Clock wires, drivers and flops:
Scale: 1.5 px per um.
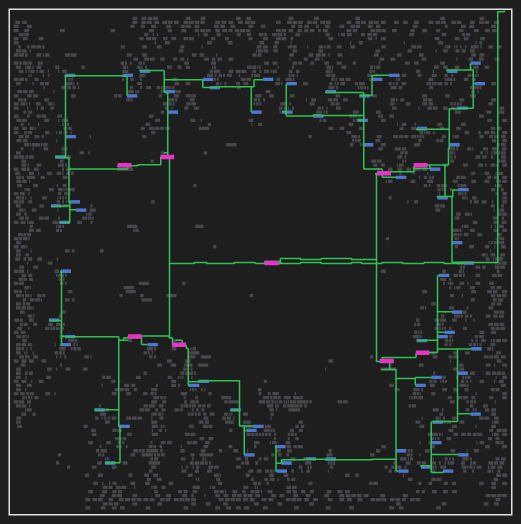
Signal metal coverage by tile:
Scale: 1 px per um. The die is cut into 33 by 34 equal tiles; white is low, dark blue is high, scaled to the fullest tile. Values are wire area over tile area, all layers added.
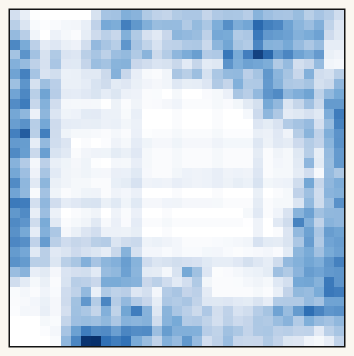
Track usage over the die:
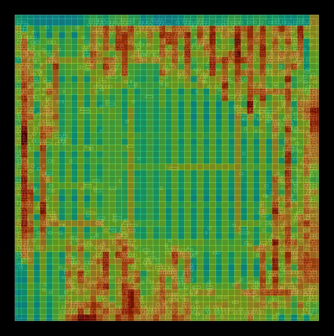
I/O nets highlighted:
Scale: 1.5 px per um.
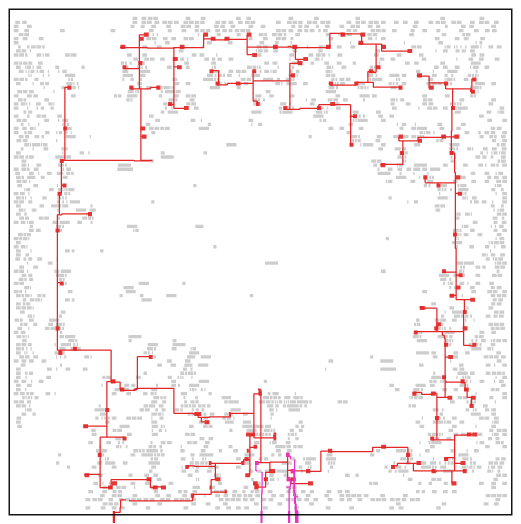
==> config.mk <==
export PLATFORM = sky130hd
export DESIGN_NAME = regfile_port_arbiter
export DESIGN_NICKNAME = d
export VERILOG_FILES = /design/src/rtl/regfile_port_arbiter_pkg.sv /design/src/rtl/regfile_port_arbiter_rr_arbiter.sv /design/src/rtl/regfile_port_arbiter.sv
export SDC_FILE = /design/constraint.sdc
export NUM_CORES = 1
export LEC_CHECK = 0
export CORE_AREA = 2 2 332 334
export DETAILED_ROUTE_END_ITERATION = 16
export DIE_AREA = 0 0 334 336
export MAX_ROUTING_LAYER = met4
export PLACE_DENSITY = 0.36
export SETUP_SLACK_MARGIN = 0.3
export SYNTH_ARGS = -nofsm -noshare
export SYNTH_HDL_FRONTEND = slang
export SYNTH_SLANG_ARGS = --single-unit
export TNS_END_PERCENT = 30
==> constraint.sdc <==
create_clock -name clk -period 7.2 [get_ports clk]
set_clock_uncertainty 0.15 [all_clocks]
set_input_delay 1.08 -clock clk [delete_from_list [all_inputs] [get_ports clk]]
set_output_delay 1.08 -clock clk [all_outputs]
set_load 0.005 [all_outputs]
==> flow_summary.yaml <==
# synthesis and place-and-route metrics
synth:
  synth-edff-count: 0
  syn-num-nets: 2025
  ys_area_um2: 9980
  ys_cells: 1383
  syn_area_um2: 9980
  synthTopCellsByCount: "nand2_1, clkbuf_1, a21oi_1, dfxtp_1, o21ai_0"
  top_cell: "nand2_1"
  ys_seq_share_pct: 14.6
  synth.avg_cell_area_um2: 7.21
  top_cell_area_share_pct: 14.6
  top_area_cell: "dfxtp_1"
  async_flop_share_pct: 0
  ff_type: "dfxtp_1"
drt:
  first_pass_iters: 5
  drcViolationCount: 0
  via_per_inst: 4.23
worst_setup_path:
  crit_required_ns: 5.97
  path_max_fanout: 32
  end_kind: "output pin"
  r2r_cells: 14
  start_kind: "register"
  worst-setup-path-type: "register to output pin"
  reg2reg_slack_ns: 1.16
cts:
  clockBufferDepth: 2
  post_cts_buffers: 0
  htreeDepth: 3
  clock-sinks: 73
  cts_tree: "yes"
  cts_resized: 1
power:
  pwr_density_cell_nw_per_um2: 378
  irDropWorstVdd_v: 0.000377
placement:
  hpwl_um: 81900
  gp_congestion: 0.928
outcome:
  status: "finished, final reports clean"
floorplanning:
  rows: 121
  core_region_area_um2: 108000
  die_y_um: 336
timing:
  finalSetupViolCount: 0
  post-route-min-period_ns: 6.63
  rsz0062_at_grt: "yes"
  report.final.slew_viol_count: 0
  fmax_mhz: 151
  slew_headroom_pct: 27.5
  period_used_pct: 92.1
  tightest_slew_ns: 1.09
cells_and_area:
  final_util_pct: 19.2
  fin_cells: 3605
  nFillCells: 12200
  largest_register_ffs: 64
  drive_gt1_share_pct: 8.21
  fin_nets: 2806
global_route:
  grt_overflow_total: 0
  grt_pass1_wl_um: 132000
  grt_max_degree: 130
flow_run:
  max_cap_viol_count: 0
  tool_warnings: 45
min_path:
  min_delay_path_depth: 2
Notes on 'clock wires, drivers and flops' above:
[blue] flip-flops | count: 73
[green] clock wires | length: 2570 um
[magenta] clock-net drivers | count: 9
routed clock nets	10
clk_lat worst skew: 0.37 ns
Power Clock: 0.000565 W
clock network power share: 7.2%

Notes on 'signal metal coverage by tile' above:
tiles over half the peak	13%
fullest tile	0.60
nearly empty tiles	7.7%
emptiest ninth of the die	center
densest ninth of the die	north-east
mean over tiles	0.14
Vias: 15200
DR WL/cell: 27.9 um
routed wire length: 101000 um

Notes on 'track usage over the die' above:
GR Util met3: 4.51%
total global routing track utilization: 17.5%

Notes on 'I/O nets highlighted' above:
color	port	bits	direction	end cells	buffers	wire
red	`rst`	1	input	156	4	2600 um
magenta	`rd_rsp_valid`	4	output	4	4	131 um
# IOs: 843
port bufs: 842

[cells in the final DEF (no fill, tap or decap), types with 3 or more instances in the layout]
| master | Yosys | final |
|---|---|---|
| clkdlybuf4s50_1 | 0 | 841 |
| nand2_1 | 268 | 266 |
| dfxtp_1 | 73 | 73 |
| a21oi_1 | 73 | 72 |
| o21ai_0 | 72 | 72 |
| nand3b_1 | 67 | 67 |
| nor3_1 | 67 | 67 |
| mux2i_1 | 66 | 66 |
| o22ai_1 | 66 | 65 |
| a32oi_1 | 69 | 64 |
| o22a_1 | 64 | 64 |
| a2bb2oi_1 | 64 | 64 |
| a21o_1 | 64 | 64 |
| a211oi_2 | 61 | 61 |
| buf_4 | 1 | 56 |
| diode_2 | 0 | 22 |
| inv_1 | 17 | 16 |
| ha_1 | 16 | 16 |
| nor2b_1 | 14 | 14 |
| buf_12 | 0 | 13 |
| and2_1 | 12 | 11 |
| nor2_1 | 13 | 11 |
| clkbuf_16 | 0 | 9 |
| mux4_2 | 6 | 6 |
| a22oi_1 | 6 | 6 |
| a32oi_2 | 0 | 5 |
| nand4_1 | 5 | 5 |
| a31oi_1 | 5 | 5 |
| nor3b_1 | 5 | 5 |
| a211oi_1 | 5 | 5 |
| or3b_1 | 4 | 4 |
| o21a_1 | 4 | 4 |
| a311oi_1 | 4 | 4 |
| o211ai_1 | 4 | 4 |
| or3_1 | 3 | 3 |
| o21ai_1 | 4 | 3 |
| and3b_1 | 3 | 3 |
| nand3_1 | 5 | 3 |
[critical path, stage by stage, from the launching register on]
cell	delay, ns
dfxtp_1	0.60
inv_1	0.22
ha_1	0.50
mux4_2	0.61
nor2b_1	0.19
a32o_1	0.25
o31ai_2	0.49
inv_2	0.18
nand2_4	0.24
buf_12	0.24
nand2_1	0.15
a32oi_1	0.43
buf_4	0.28
clkdlybuf4s50_1	0.57
[metrics by stage]
stage | setup slack [ns] | area (um^2) | total power, W | hold slack [ns]
detailed placement | 0.322 | 20300 | 0.00736 | 0.322
finish | 0.569 | 20800 | 0.00785 | 0.333
global route | 0.188 | 20800 | 0.00834 | 0.356
global placement | 0.406 | 20300 | 0.00733 | 0.317
CTS | 0.232 | 20700 | 0.00800 | 0.338
floorplan | 2.38 | 9980 | 0.00349 | 0.314
[layer usage]
layer  vias up  wire [um]  global-route usage, %
li1       6937          -                      -
met1      7497      43000                   20.8
met3        79       6720                   4.51
met5         -          0                      -
met4         0       2960                   6.32
met2       732      48000                   28.5
[layout make-up]
cell class	instances	area, um^2	area share [%]
multi-input cells	1150	7980	38.4
diodes	22	55.1	0.265
clock buffers	10	239	1.15
clock inverters	6	90.1	0.434
well taps	1414	1770	8.52
flip-flops and latches	73	1460	7.03
inverters	19	73.8	0.355
repair buffers	911	9110	43.9
[logic make-up after synthesis]
family,Yosys count,share of synthesized area (%)
compound gates,585,45.4
simple gates,474,22.8
buf+inv,160,6.90
flops,73,14.6
mux,72,7.98
fa+ha+maj,16,2.01
xor+xnor,3,0.263
[where the power goes]
part	total, W	leakage [nW]	internal, W	switching (W)
clock	0.000565	0.159	0.000316	0.000250
combinational	0.00665	5.99	0.00276	0.00390
sequential	0.000627	0.595	0.000515	0.000112
No activity file was given, so power comes from the tool's default toggle rates.
